### config.mk
export PLATFORM = sky130hd
export DESIGN_NAME = arc_plotter
export DESIGN_NICKNAME = d
export VERILOG_FILES = /design/src/rtl/vga_draw_pkg.sv /design/src/rtl/midpoint_step.sv /design/src/rtl/arc_plotter.sv
export SDC_FILE = /design/constraint.sdc
export NUM_CORES = 1
export LEC_CHECK = 0
export CAP_MARGIN = 30
export CORE_ASPECT_RATIO = 0.8
export CORE_MARGIN = 2
export CORE_UTILIZATION = 52
export CTS_BUF_LIST = sky130_fd_sc_hd__clkbuf_4
export CTS_CLUSTER_DIAMETER = 40
export DETAILED_ROUTE_END_ITERATION = 8
export PLACE_DENSITY_LB_ADDON = 0.3
export SLEW_MARGIN = 10
export SYNTH_ARGS = -nofsm -noshare
export SYNTH_HDL_FRONTEND = slang
export SYNTH_SLANG_ARGS = --single-unit
### constraint.sdc
create_clock -name clk -period 14.65 [get_ports clk]
set_clock_uncertainty 0.05 [all_clocks]
set_input_delay 2.93 -clock clk [delete_from_list [all_inputs] [get_ports clk]]
set_output_delay 2.93 -clock clk [all_outputs]
set_load 0.01 [all_outputs]
### src/rtl/vga_draw_pkg.sv
// Shared types and defaults for the VGA drawing path blocks.
package vga_draw_pkg;

    typedef enum logic [1:0] {
        IDLE = 2'd0,
        PLOT = 2'd1,
        DONE = 2'd2
    } arc_state_t;

    // Octant index 0..7 stands for octants 1..8.
    typedef logic [2:0] octant_t;

    localparam int DEF_SCREEN_W = 160;
    localparam int DEF_SCREEN_H = 120;

endpackage

### src/rtl/midpoint_step.sv
// One midpoint-circle iteration: next (ox, oy, crit) and the termination flag.
module midpoint_step #(
    parameter int CW = 10,
    parameter int KW = 11
) (
    input  logic signed [CW-1:0] i_ox,
    input  logic signed [CW-1:0] i_oy,
    input  logic signed [KW-1:0] i_crit,
    output logic signed [CW-1:0] o_ox,
    output logic signed [CW-1:0] o_oy,
    output logic signed [KW-1:0] o_crit,
    output logic                 o_term
);

    logic signed [CW-1:0] w_oy1;
    logic signed [CW-1:0] w_ox1;
    logic                 w_keep_x;
    logic signed [KW-1:0] w_delta;

    assign w_oy1    = i_oy + CW'(1);
    assign w_ox1    = i_ox - CW'(1);
    // Sign bit test keeps the "crit <= 0" comparison signed.
    assign w_keep_x = i_crit[KW-1] || (i_crit == '0);

    assign w_delta = w_keep_x
                   ? (KW'(w_oy1) <<< 1) + KW'(1)
                   : ((KW'(w_oy1) - KW'(w_ox1)) <<< 1) + KW'(1);

    assign o_crit = i_crit + w_delta;
    assign o_oy   = w_oy1;
    assign o_ox   = w_keep_x ? i_ox : w_ox1;
    assign o_term = w_oy1 > o_ox;

endmodule

### src/rtl/arc_plotter.sv
// Midpoint-circle arc engine: one octant pixel candidate per clock, masked per octant.
// Optional screen clipping is compiled in with `define CLIP_EN.
module arc_plotter
    import vga_draw_pkg::*;
#(
    parameter int XW       = 8,
    parameter int YW       = 7,
    parameter int RW       = 8,
    parameter int SCREEN_W = DEF_SCREEN_W,
    parameter int SCREEN_H = DEF_SCREEN_H
) (
    input  logic          clk,
    input  logic          rst_n,
    input  logic          start,
    input  logic [XW-1:0] centre_x,
    input  logic [YW-1:0] centre_y,
    input  logic [RW-1:0] radius,
    input  logic [7:0]    octant_mask,
    input  logic [2:0]    colour,
    output logic          done,
    output logic [XW-1:0] vga_x,
    output logic [YW-1:0] vga_y,
    output logic [2:0]    vga_colour,
    output logic          vga_plot
);

    localparam int MXY = (XW > YW) ? XW : YW;
    localparam int CW  = ((MXY > RW) ? MXY : RW) + 2;
    localparam int KW  = RW + 3;

`ifdef CLIP_EN
    localparam bit CLIP_ON = 1'b1;
`else
    localparam bit CLIP_ON = 1'b0;
`endif

    arc_state_t           r_state;
    octant_t              r_oct;
    logic signed [CW-1:0] r_cx;
    logic signed [CW-1:0] r_cy;
    logic signed [CW-1:0] r_ox;
    logic signed [CW-1:0] r_oy;
    logic signed [KW-1:0] r_crit;
    logic [7:0]           r_mask;
    logic [2:0]           r_colour;
    logic                 r_done;
    logic [XW-1:0]        r_vga_x;
    logic [YW-1:0]        r_vga_y;
    logic                 r_vga_plot;

    logic signed [CW-1:0] w_step_ox;
    logic signed [CW-1:0] w_step_oy;
    logic signed [KW-1:0] w_step_crit;
    logic                 w_step_term;

    logic signed [CW-1:0] w_in_cx;
    logic signed [CW-1:0] w_in_cy;
    logic signed [CW-1:0] w_in_r;
    logic signed [KW-1:0] w_in_crit;

    logic signed [CW-1:0] w_sel_cx;
    logic signed [CW-1:0] w_sel_cy;
    logic signed [CW-1:0] w_sel_ox;
    logic signed [CW-1:0] w_sel_oy;
    octant_t              w_sel_oct;
    logic [7:0]           w_sel_mask;
    logic signed [CW-1:0] w_x;
    logic signed [CW-1:0] w_y;
    logic                 w_onscreen;
    logic                 w_plot;

    midpoint_step #(
        .CW (CW),
        .KW (KW)
    ) u_step (
        .i_ox   (r_ox),
        .i_oy   (r_oy),
        .i_crit (r_crit),
        .o_ox   (w_step_ox),
        .o_oy   (w_step_oy),
        .o_crit (w_step_crit),
        .o_term (w_step_term)
    );

    assign w_in_cx   = $signed({{(CW-XW){1'b0}}, centre_x});
    assign w_in_cy   = $signed({{(CW-YW){1'b0}}, centre_y});
    assign w_in_r    = $signed({{(CW-RW){1'b0}}, radius});
    assign w_in_crit = KW'(1) - $signed({3'b000, radius});

    // Pick the octant and geometry that the next edge will put on the bus.
    always_comb begin
        // NOTE: every always_comb output gets a default first so no path infers a latch.
        w_sel_cx   = r_cx;
        w_sel_cy   = r_cy;
        w_sel_ox   = r_ox;
        w_sel_oy   = r_oy;
        w_sel_oct  = octant_t'(r_oct + 3'd1);
        w_sel_mask = r_mask;
        if (r_state == IDLE) begin
            w_sel_cx   = w_in_cx;
            w_sel_cy   = w_in_cy;
            w_sel_ox   = w_in_r;
            w_sel_oy   = '0;
            w_sel_oct  = '0;
            w_sel_mask = octant_mask;
        end else if (r_oct == 3'd7) begin
            w_sel_ox  = w_step_ox;
            w_sel_oy  = w_step_oy;
            w_sel_oct = '0;
        end
    end

    always_comb begin
        w_x = w_sel_cx + w_sel_ox;
        w_y = w_sel_cy + w_sel_oy;
        case (w_sel_oct)
            3'd0: begin w_x = w_sel_cx + w_sel_ox; w_y = w_sel_cy + w_sel_oy; end
            3'd1: begin w_x = w_sel_cx + w_sel_oy; w_y = w_sel_cy + w_sel_ox; end
            3'd2: begin w_x = w_sel_cx - w_sel_oy; w_y = w_sel_cy + w_sel_ox; end
            3'd3: begin w_x = w_sel_cx - w_sel_ox; w_y = w_sel_cy + w_sel_oy; end
            3'd4: begin w_x = w_sel_cx - w_sel_ox; w_y = w_sel_cy - w_sel_oy; end
            3'd5: begin w_x = w_sel_cx - w_sel_oy; w_y = w_sel_cy - w_sel_ox; end
            3'd6: begin w_x = w_sel_cx + w_sel_oy; w_y = w_sel_cy - w_sel_ox; end
            default: begin w_x = w_sel_cx + w_sel_ox; w_y = w_sel_cy - w_sel_oy; end
        endcase
    end

    assign w_onscreen = !w_x[CW-1] && (w_x < CW'(SCREEN_W)) &&
                        !w_y[CW-1] && (w_y < CW'(SCREEN_H));
    assign w_plot     = w_sel_mask[w_sel_oct] && (!CLIP_ON || w_onscreen);

    always_ff @(posedge clk) begin
        // NOTE: sequential state uses non-blocking assignments; reset is sampled on the edge.
        if (!rst_n) begin
            r_state    <= IDLE;
            r_oct      <= '0;
            r_cx       <= '0;
            r_cy       <= '0;
            r_ox       <= '0;
            r_oy       <= '0;
            r_crit     <= '0;
            r_mask     <= '0;
            r_colour   <= '0;
            r_done     <= 1'b0;
            r_vga_x    <= '0;
            r_vga_y    <= '0;
            r_vga_plot <= 1'b0;
        end else begin
            case (r_state)
                IDLE: begin
                    if (start) begin
                        r_cx       <= w_in_cx;
                        r_cy       <= w_in_cy;
                        r_ox       <= w_in_r;
                        r_oy       <= '0;
                        r_crit     <= w_in_crit;
                        r_mask     <= octant_mask;
                        r_colour   <= colour;
                        r_oct      <= '0;
                        r_vga_x    <= w_x[XW-1:0];
                        r_vga_y    <= w_y[YW-1:0];
                        r_vga_plot <= w_plot;
                        r_state    <= PLOT;
                    end
                end
                PLOT: begin
                    if (r_oct == 3'd7) begin
                        r_ox   <= w_step_ox;
                        r_oy   <= w_step_oy;
                        r_crit <= w_step_crit;
                    end
                    if (r_oct == 3'd7 && w_step_term) begin
                        r_vga_plot <= 1'b0;
                        r_done     <= 1'b1;
                        r_state    <= DONE;
                    end else begin
                        r_oct      <= w_sel_oct;
                        r_vga_x    <= w_x[XW-1:0];
                        r_vga_y    <= w_y[YW-1:0];
                        r_vga_plot <= w_plot;
                    end
                end
                DONE: begin
                    r_vga_plot <= 1'b0;
                    if (!start) begin
                        r_done  <= 1'b0;
                        r_state <= IDLE;
                    end
                end
                default: r_state <= IDLE;
            endcase
        end
    end

    assign done       = r_done;
    assign vga_x      = r_vga_x;
    assign vga_y      = r_vga_y;
    assign vga_colour = r_colour;
    assign vga_plot   = r_vga_plot;

endmodule

==> tab_implementation.tex <==
% Yosys + OpenROAD metrics
\begin{tabular}{lr}
\hline
Metric & Value \\
\hline
\multicolumn{2}{l}{\textbf{Power and ir drop}} \\
Clock group & 0.145 mW \\
Power density normalized to cell area & 114 nW/um\^{}2 \\
Internal power summed over all cells & 0.512 mW \\
Switching power of the nets & 0.400 mW \\
Worst IR Drop VDD & 81.5 uV \\
Proportion of total power due to net switching & 43.9\% \\
Top power group & combinational cells \\
Combinational Power Share & 54.3\% \\
\multicolumn{2}{l}{\textbf{Timing}} \\
Fmax & 0.166 GHz \\
Worst hold slack across all endpoints & 0.412 ns \\
Transition time at the pin with the least slew margin & 0.785 ns \\
Min setup slack post-route & 8.64 ns \\
\multicolumn{2}{l}{\textbf{Setup path}} \\
Worst-path cell chain & clkdlybuf4s50\_1 -> or3\_1 -> o311ai\_4 -> o21ba\_2 -> nand2b\_1 -> a21o\_1 -> ha\_1 -> a21o\_1 -> a21oi\_1 -> nor2\_1 -> a211oi\_1 -> o21bai\_1 -> a21oi\_1 -> xnor2\_1 -> xor2\_1 -> o21a\_1 \\
Path depth of the worst reg2reg path & 18 \\
Critical path startpoint & radius[1] \\
Critical Path Sink Type & flip-flop \\
CP Class & primary input to flip-flop \\
Bufs and invs on worst path & 1 \\
RR Endpoint & r\_crit[10]\$\_SDFFE\_PN0P\_ \\
Setup slack on the worst flop-to-flop path & 9.07 ns \\
\multicolumn{2}{l}{\textbf{Clock tree}} \\
Clock-pin slew reported for the worst setup and hold paths after clock tree synthesis & 0.15 ns \\
Post-cts resize count & 0 \\
\multicolumn{2}{l}{\textbf{Drt}} \\
DRC & 0 \\
DRT iter0 DRCs & 743 \\
\multicolumn{2}{l}{\textbf{Logic synthesis}} \\
Share of the synthesized area in the top cell type & 22.0\% \\
Yosys cell count & 947 \\
Cell count after synthesis & 947 \\
\multicolumn{2}{l}{\textbf{GRT}} \\
Overflow left after global routing & 0 \\
\multicolumn{2}{l}{\textbf{Final layout}} \\
Final-layout clock buffer total & 9 \\
Share of final-layout standard cells stronger than drive strength 1 & 7.93\% \\
Antenna Diode Count & 0 \\
Number of sequential cells in the layout & 79 \\
Top cell excl fill/tap & sky130\_fd\_sc\_hd\_\_nand2\_1 \\
\multicolumn{2}{l}{\textbf{Floorplanning}} \\
Floorplan core area & 13600 sq um \\
Taps Inserted & 180 \\
\multicolumn{2}{l}{\textbf{Outcome}} \\
Result of the run & finished, final reports clean \\
\multicolumn{2}{l}{\textbf{Min path}} \\
Path class of the lowest-slack min-delay path & flip-flop to flip-flop \\
Cells on Worst Hold Path & 2 \\
\hline
\end{tabular}
metal layers:
layer	vias to the layer above	share of wire (%)
met5	-	0
met3	20	9.7
met4	0	0.86
li1	3411	-
met1	3100	50
met2	293	40
cell families (layout without fill, tap and decap cells):
kind of cell	count (synthesis)	count (layout)	share of synthesized area, %
AND-OR/OR-AND	258	258	24.0
flip-flops	79	79	22.0
XOR/XNOR	80	80	9.95
adder cells (fa/ha/maj)	54	54	9.67
AND/OR/NAND/NOR	340	340	22.3
buffers and inverters	95	119	5.69
multiplexers	41	41	6.35
flip-flops by register name (all words and copies together) (netlist names), named ones only:
signal and cells:
r_oy 10, r_cx 8, r_oct 3, vga_plot 1, vga_colour 3, vga_y 7, vga_x 8, r_state 2
r_ox 9, done 1, r_mask 8, r_crit 11, r_cy 7
==> images/met3.png <==
Bar = 50 um.
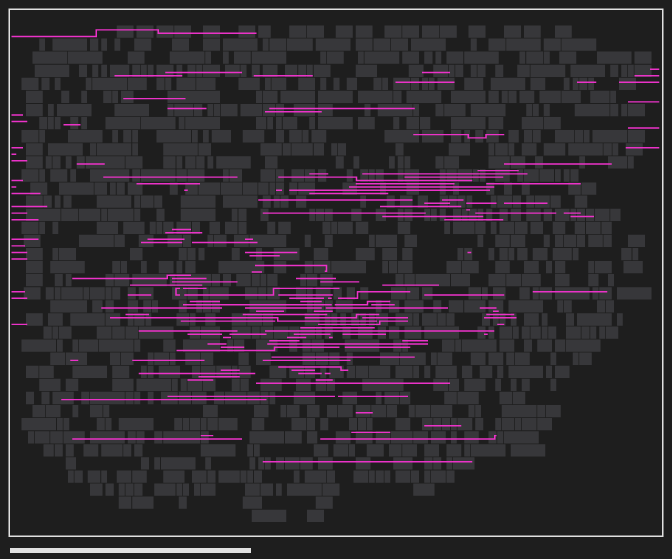
wire length on this layer: 1940 um
nets with wire on the layer: 124
main direction: horizontal
share of all routed wire: 9.8%
longest straight run: 47.4 um
Final Routed Wirelength: 19.9 mm
number of vias after detailed routing: 6824

==> images/met2.png <==
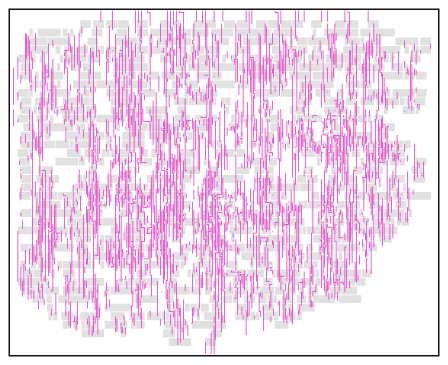
nets with wire on the layer: 834
share of all routed wire: 40%
wire length on this layer: 7930 um
main direction: vertical
longest straight run: 48.6 um
grt met2 use: 39.0%

==> images/clock_map.png <==
Bar = 50 um.
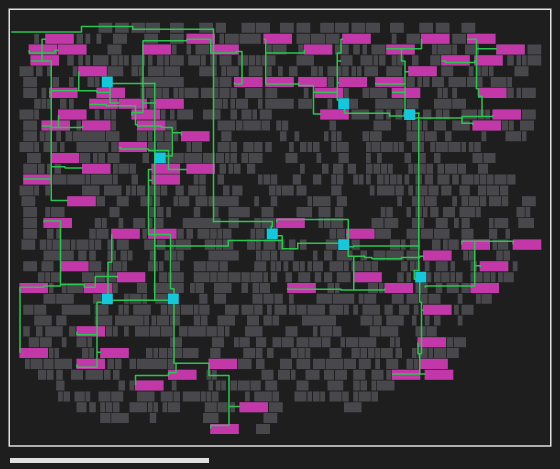
[magenta] flip-flops | count: 79
[cyan] cells driving clock nets | count: 9
[green] clock wires | length: 1150 um
routed clock nets: 10
Clock Power Share: 15.9%
source-to-sink clock delay at the later pin of the worst-skew pair: 0.47 ns

==> images/final_congestion.png <==
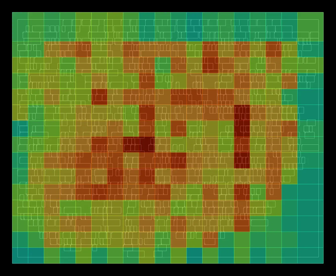
Routed wire per std cell: 17.3 um
met1 usage in global routing: 43.6%
All-Layer GR Usage: 27.8%

==> images/metal_stack.png <==
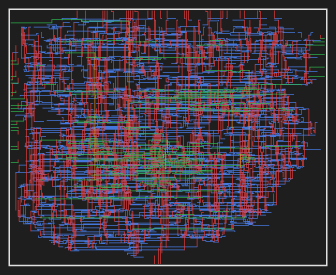
[red] met2 | wire length: 7930 um
[green] met3 | wire length: 1940 um
[orange] met4 | wire length: 171 um
[blue] met1 | wire length: 9860 um

Power and IR drop assume default switching activity.
